File: src/rtl/shift_pkg.sv
// Shared types for the universal shift register: FSM state and direction encodings.
package shift_pkg;

   typedef enum logic [0:0] {
      IDLE  = 1'b0,
      SHIFT = 1'b1
   } shift_state_t;

   localparam logic DIR_LEFT  = 1'b0;
   localparam logic DIR_RIGHT = 1'b1;

endpackage

File: src/rtl/shift_burst_cnt.sv
// Loadable down-counter tracking the shifts remaining in a burst.
module shift_burst_cnt #(
   parameter int CW = 4
) (
   input  logic          clk,
   input  logic          rstn,
   input  logic          load_cnt,
   input  logic          dec,
   input  logic [CW-1:0] cnt_i,
   output logic          last,
   output logic          zero
);

   logic [CW-1:0] cnt_q, cnt_d;

   always_comb begin
      cnt_d = cnt_q;
      if (load_cnt)
         cnt_d = cnt_i;
      else if (dec && (cnt_q != '0))
         cnt_d = cnt_q - 1'b1;
   end

   always_ff @(posedge clk) begin
      if (!rstn) cnt_q <= '0;
      else       cnt_q <= cnt_d;
   end

   assign last = (cnt_q == CW'(1));
   assign zero = (cnt_q == '0);

endmodule

File: src/rtl/univ_shift_reg.sv
// Universal shift register with N-position burst shifts, busy/done handshake and
// load override. Define SHIFT_ROTATE_EN to compile in circular (rotate) shifting.
module univ_shift_reg
   import shift_pkg::*;
#(
   parameter int WIDTH = 8,
   parameter int CW    = $clog2(WIDTH+1)
) (
   input  logic             clk,
   input  logic             rstn,
   input  logic             load,
   input  logic [WIDTH-1:0] LD,
   input  logic             dir,
   input  logic             sin,
   input  logic             rot,
   input  logic             start,
   input  logic [CW-1:0]    cnt,
   output logic [WIDTH-1:0] q,
   output logic             cout,
   output logic             busy,
   output logic             done
);

   shift_state_t     state_q, state_d;
   logic [WIDTH-1:0] q_q, q_d;
   logic             cout_q, cout_d;
   logic             busy_q, busy_d;
   logic             done_q, done_d;
   logic             dir_q, dir_d;
   logic             load_cnt, dec, cnt_last, cnt_zero;
   logic [CW-1:0]    cnt_val;
   logic             out_bit, fill;

   assign out_bit = (dir_q == DIR_RIGHT) ? q_q[0] : q_q[WIDTH-1];

`ifdef SHIFT_ROTATE_EN
   logic rot_q, rot_d;
   assign fill = rot_q ? out_bit : sin;
`else
   logic unused_rot;
   assign unused_rot = rot;
   assign fill       = sin;
`endif

   always_comb begin
      state_d  = state_q;
      q_d      = q_q;
      cout_d   = cout_q;
      busy_d   = busy_q;
      done_d   = 1'b0;
      dir_d    = dir_q;
`ifdef SHIFT_ROTATE_EN
      rot_d    = rot_q;
`endif
      load_cnt = 1'b0;
      dec      = 1'b0;
      cnt_val  = cnt;
      // Load wins over everything; an aborted burst also flushes the counter.
      if (load) begin
         q_d      = LD;
         state_d  = IDLE;
         busy_d   = 1'b0;
         load_cnt = 1'b1;
         cnt_val  = '0;
      end else begin
         case (state_q)
            IDLE: begin
               if (start) begin
                  if (cnt != '0) begin
                     state_d  = SHIFT;
                     busy_d   = 1'b1;
                     load_cnt = 1'b1;
                     dir_d    = dir;
`ifdef SHIFT_ROTATE_EN
                     rot_d    = rot;
`endif
                  end else begin
                     done_d = 1'b1;
                  end
               end
            end
            SHIFT: begin
               dec    = 1'b1;
               cout_d = out_bit;
               q_d    = (dir_q == DIR_RIGHT) ? {fill, q_q[WIDTH-1:1]}
                                             : {q_q[WIDTH-2:0], fill};
               if (cnt_last || cnt_zero) begin
                  state_d = IDLE;
                  busy_d  = 1'b0;
                  done_d  = 1'b1;
               end
            end
            default: state_d = IDLE;
         endcase
      end
   end

   always_ff @(posedge clk) begin
      if (!rstn) begin
         state_q <= IDLE;
         q_q     <= '0;
         cout_q  <= 1'b0;
         busy_q  <= 1'b0;
         done_q  <= 1'b0;
         dir_q   <= 1'b0;
`ifdef SHIFT_ROTATE_EN
         rot_q   <= 1'b0;
`endif
      end else begin
         state_q <= state_d;
         q_q     <= q_d;
         cout_q  <= cout_d;
         busy_q  <= busy_d;
         done_q  <= done_d;
         dir_q   <= dir_d;
`ifdef SHIFT_ROTATE_EN
         rot_q   <= rot_d;
`endif
      end
   end

   shift_burst_cnt #(.CW(CW)) u_cnt (
      .clk      (clk),
      .rstn     (rstn),
      .load_cnt (load_cnt),
      .dec      (dec),
      .cnt_i    (cnt_val),
      .last     (cnt_last),
      .zero     (cnt_zero)
   );

   assign q    = q_q;
   assign cout = cout_q;
   assign busy = busy_q;
   assign done = done_q;

endmodule

File: config.mk
export PLATFORM = sky130hd
export DESIGN_NAME = univ_shift_reg
export DESIGN_NICKNAME = d
export VERILOG_FILES = /design/src/rtl/shift_pkg.sv /design/src/rtl/shift_burst_cnt.sv /design/src/rtl/univ_shift_reg.sv
export SDC_FILE = /design/constraint.sdc
export NUM_CORES = 1
export LEC_CHECK = 0
export ABC_AREA = 1
export CORE_MARGIN = 8
export CORE_UTILIZATION = 41
export CTS_CLUSTER_DIAMETER = 50
export DETAILED_ROUTE_END_ITERATION = 12
export PLACE_DENSITY = 0.76
export SLEW_MARGIN = 20
export SYNTH_ARGS = -nofsm -noshare
export SYNTH_HDL_FRONTEND = slang
export SYNTH_SLANG_ARGS = --single-unit
File: constraint.sdc
create_clock -name clk -period 1.3 [get_ports clk]
set_input_delay 0.13 -clock clk [delete_from_list [all_inputs] [get_ports clk]]
set_output_delay 0.13 -clock clk [all_outputs]
set_load 0.05 [all_outputs]
Supply network:
Bar = 20 um. Pins as bars on the die edge.
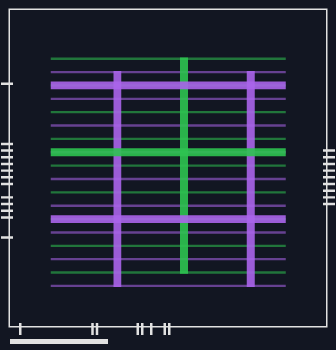
Key: purple = VSS; green = VDD
The core has 17 rows. 18 met1 rails follow the rows. 30 signal pins sit on the boundary. 3 straps on met5.
Core ar.: 2210 sq um
die width: 64.3 um

Clock network drawn from the DEF:
Bar = 20 um.
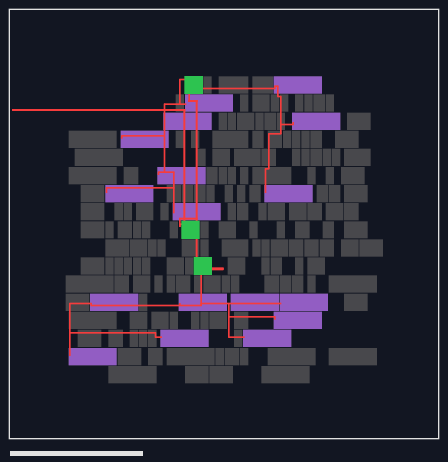
Key: red = clock wires [length 241 um]; purple = flip-flops [count 17]; green = clock drivers [count 3]
There are 4 routed clock nets.
Setup Skew: 0.00118 ns
clock share of power: 22.3%

Wiring by layer:
Bar = 20 um.
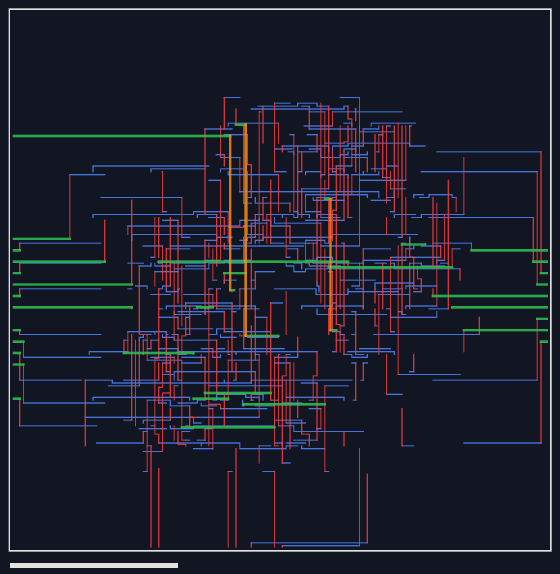
Key: red = metal 2 [wire length 1210 um]; blue = metal 1 [wire length 1170 um]; orange = metal 4 [wire length 59.2 um]; green = metal 3 [wire length 219 um]
wire per inst: 12.7 um
gr usage total: 13.3%
vias: 1075

==> metrics.cfg <==
[outcome]
status=finished clean

[power_and_ir_drop]
cellPowerDensity_nw_per_um2=890
swShare_pct=33.4
leakage_nw=0.621
p_sw_w=0.000441
vdd_drop_max_mv=0.497

[yosys]
ys.flops=17
synth-edff-count=0
ys_cells=139
synthDistinctLibCells=20
avgSynthCellArea_sq_um=6.89
synthTopCellsByArea=dfxtp_1, nand2_1, o211ai_1
floorplan.nets=160
top_area_cell=dfxtp_1
syn_area_sq_um=957

[die]
dieArea_sq_um=4140

[routing]
drt-total-wl_mm=2.65
via_per_inst=5.17
ant_nets=0
dr.pass1.iters=4
route.detailed.drc=0

[critical_path]
timing_worst_setup_path_type=reg -> reg
r2r_cells=6

[cts]
cts_setup_buffers=0
cts_tree=yes
cts_hold_buf=0
clk_latency_ns=0.30
cts.path.max_buffers=2
post_cts_resized=0
clock-sinks=17

[sta]
timing.fmax_mhz=822
slew_headroom_pct=81.6
min_period_ns=1.22
finalCritPeriodShare_pct=93.6
slew_viol_final=0

[global_routing]
grt_max_degree=11
grt_pass1_vias=1128

[worst_hold_path]
worstHoldStart=LD[6]
hp-class=in -> reg

[place]
port_buffers=28

[layout]
final_cells=208
finalInstanceArea_sq_um=1480

[run]
cap_violations=0

==> cell type report <==
| type | instances | area [sq um] |
|---|---|---|
| Fill cell | 185 | 728 |
| Timing Repair Buffer | 40 | 480 |
| Tap cell | 28 | 35.0 |
| Inverter | 17 | 63.8 |
| Sequential cell | 17 | 340 |
| Clock buffer | 4 | 26.3 |
| Multi-Input combinational cell | 102 | 538 |
==> per-layer routing <==
layer	routed length, um	GRT usage [%]	up-vias	part of all wire [%]
met5	0	0	-	0
li1	-	-	539	-
met4	59	5.72	0	2.2
met3	218	3.83	7	8.2
met1	1170	14.6	483	44
met2	1210	23.2	46	46
==> critical path, stage by stage (launching register included) <==
cell     delay, ns
dfxtp_1       0.35
inv_1         0.07
ha_2          0.21
a21oi_4       0.20
nand2_1       0.09
a21oi_1       0.15
nor2_1        0.05
==> cell usage in the layout (no fill, tap or decap) <==
cell             synthesis  routed
a21oi_1                  7       7
a21oi_4                  1       1
a31oi_1                  9       9
buf_12                   0      11
buf_4                    1      12
clkbuf_1                 0       1
clkbuf_4                 0       3
clkdlybuf4s50_1          0      17
dfxtp_1                 17      17
ha_1                     2       1
ha_2                     0       1
inv_1                   14      14
inv_2                    3       3
nand2_1                 43      43
nand2_2                  3       3
nand3_1                  6       6
nand4_1                  2       2
nor2_1                  10      10
nor2_2                   3       3
nor2_4                   3       3
o211ai_1                 8       8
o21ai_1                  3       3
or2_1                    1       1
xor2_1                   1       1
==> flip-flops by register name, indices dropped and copies added (netlist names) <==
register     count
busy             1
dir_q            1
state_q          1
cout             1
q                8
u_cnt.cnt_q      4
done             1
==> how the worst max path moves through the flow <==
stage                        start        endpoint  slack [ns]
floorplan           u_cnt.cnt_q[0]  u_cnt.cnt_q[0]        0.07
global placement            cnt[1]  u_cnt.cnt_q[0]       -0.07
finish              u_cnt.cnt_q[1]  u_cnt.cnt_q[0]        0.08
detailed placement          cnt[1]  u_cnt.cnt_q[1]       -0.14
global route        u_cnt.cnt_q[1]  u_cnt.cnt_q[1]       0.003
CTS                 u_cnt.cnt_q[0]  u_cnt.cnt_q[0]        0.01
==> cell families (layout without fill, tap and decap cells) <==
family | after synthesis | after routing | share of synthesized area [%]
adders and majority gates | 2 | 2 | 2.61
AOI/OAI and AO/OA | 28 | 28 | 19.1
buffers and inverters | 20 | 61 | 8.50
xor gates and xnor gates | 1 | 1 | 0.915
DFF | 17 | 17 | 35.6
and+or+nand+nor | 71 | 71 | 33.3
==> power groups by stage <==
stage / Combinational (W) / Sequential [W] / Clock [W]
global placement: 0.000420 / 0.000603 / 0
floorplan: 0.000170 / 0.000651 / 0
global route: 0.000470 / 0.000598 / 0.000313
CTS: 0.000435 / 0.000593 / 0.000283
detailed placement: 0.000432 / 0.000605 / 0
finish: 0.000433 / 0.000593 / 0.000295
==> stage by stage <==
step | util [%] | setup WS, ns | hold WS (ns)
2_1_floorplan | - | 0.0695 | 0.250
3_3_place_gp | 65.8 | -0.0692 | 0.491
3_5_place_dp | 65.8 | -0.142 | 0.500
4_1_cts | 67.0 | 0.00957 | 0.415
5_1_grt | 67.1 | 0.00275 | 0.410
6_report | 67.1 | 0.0836 | 0.402
Power is estimated from default activity; no workload was simulated.
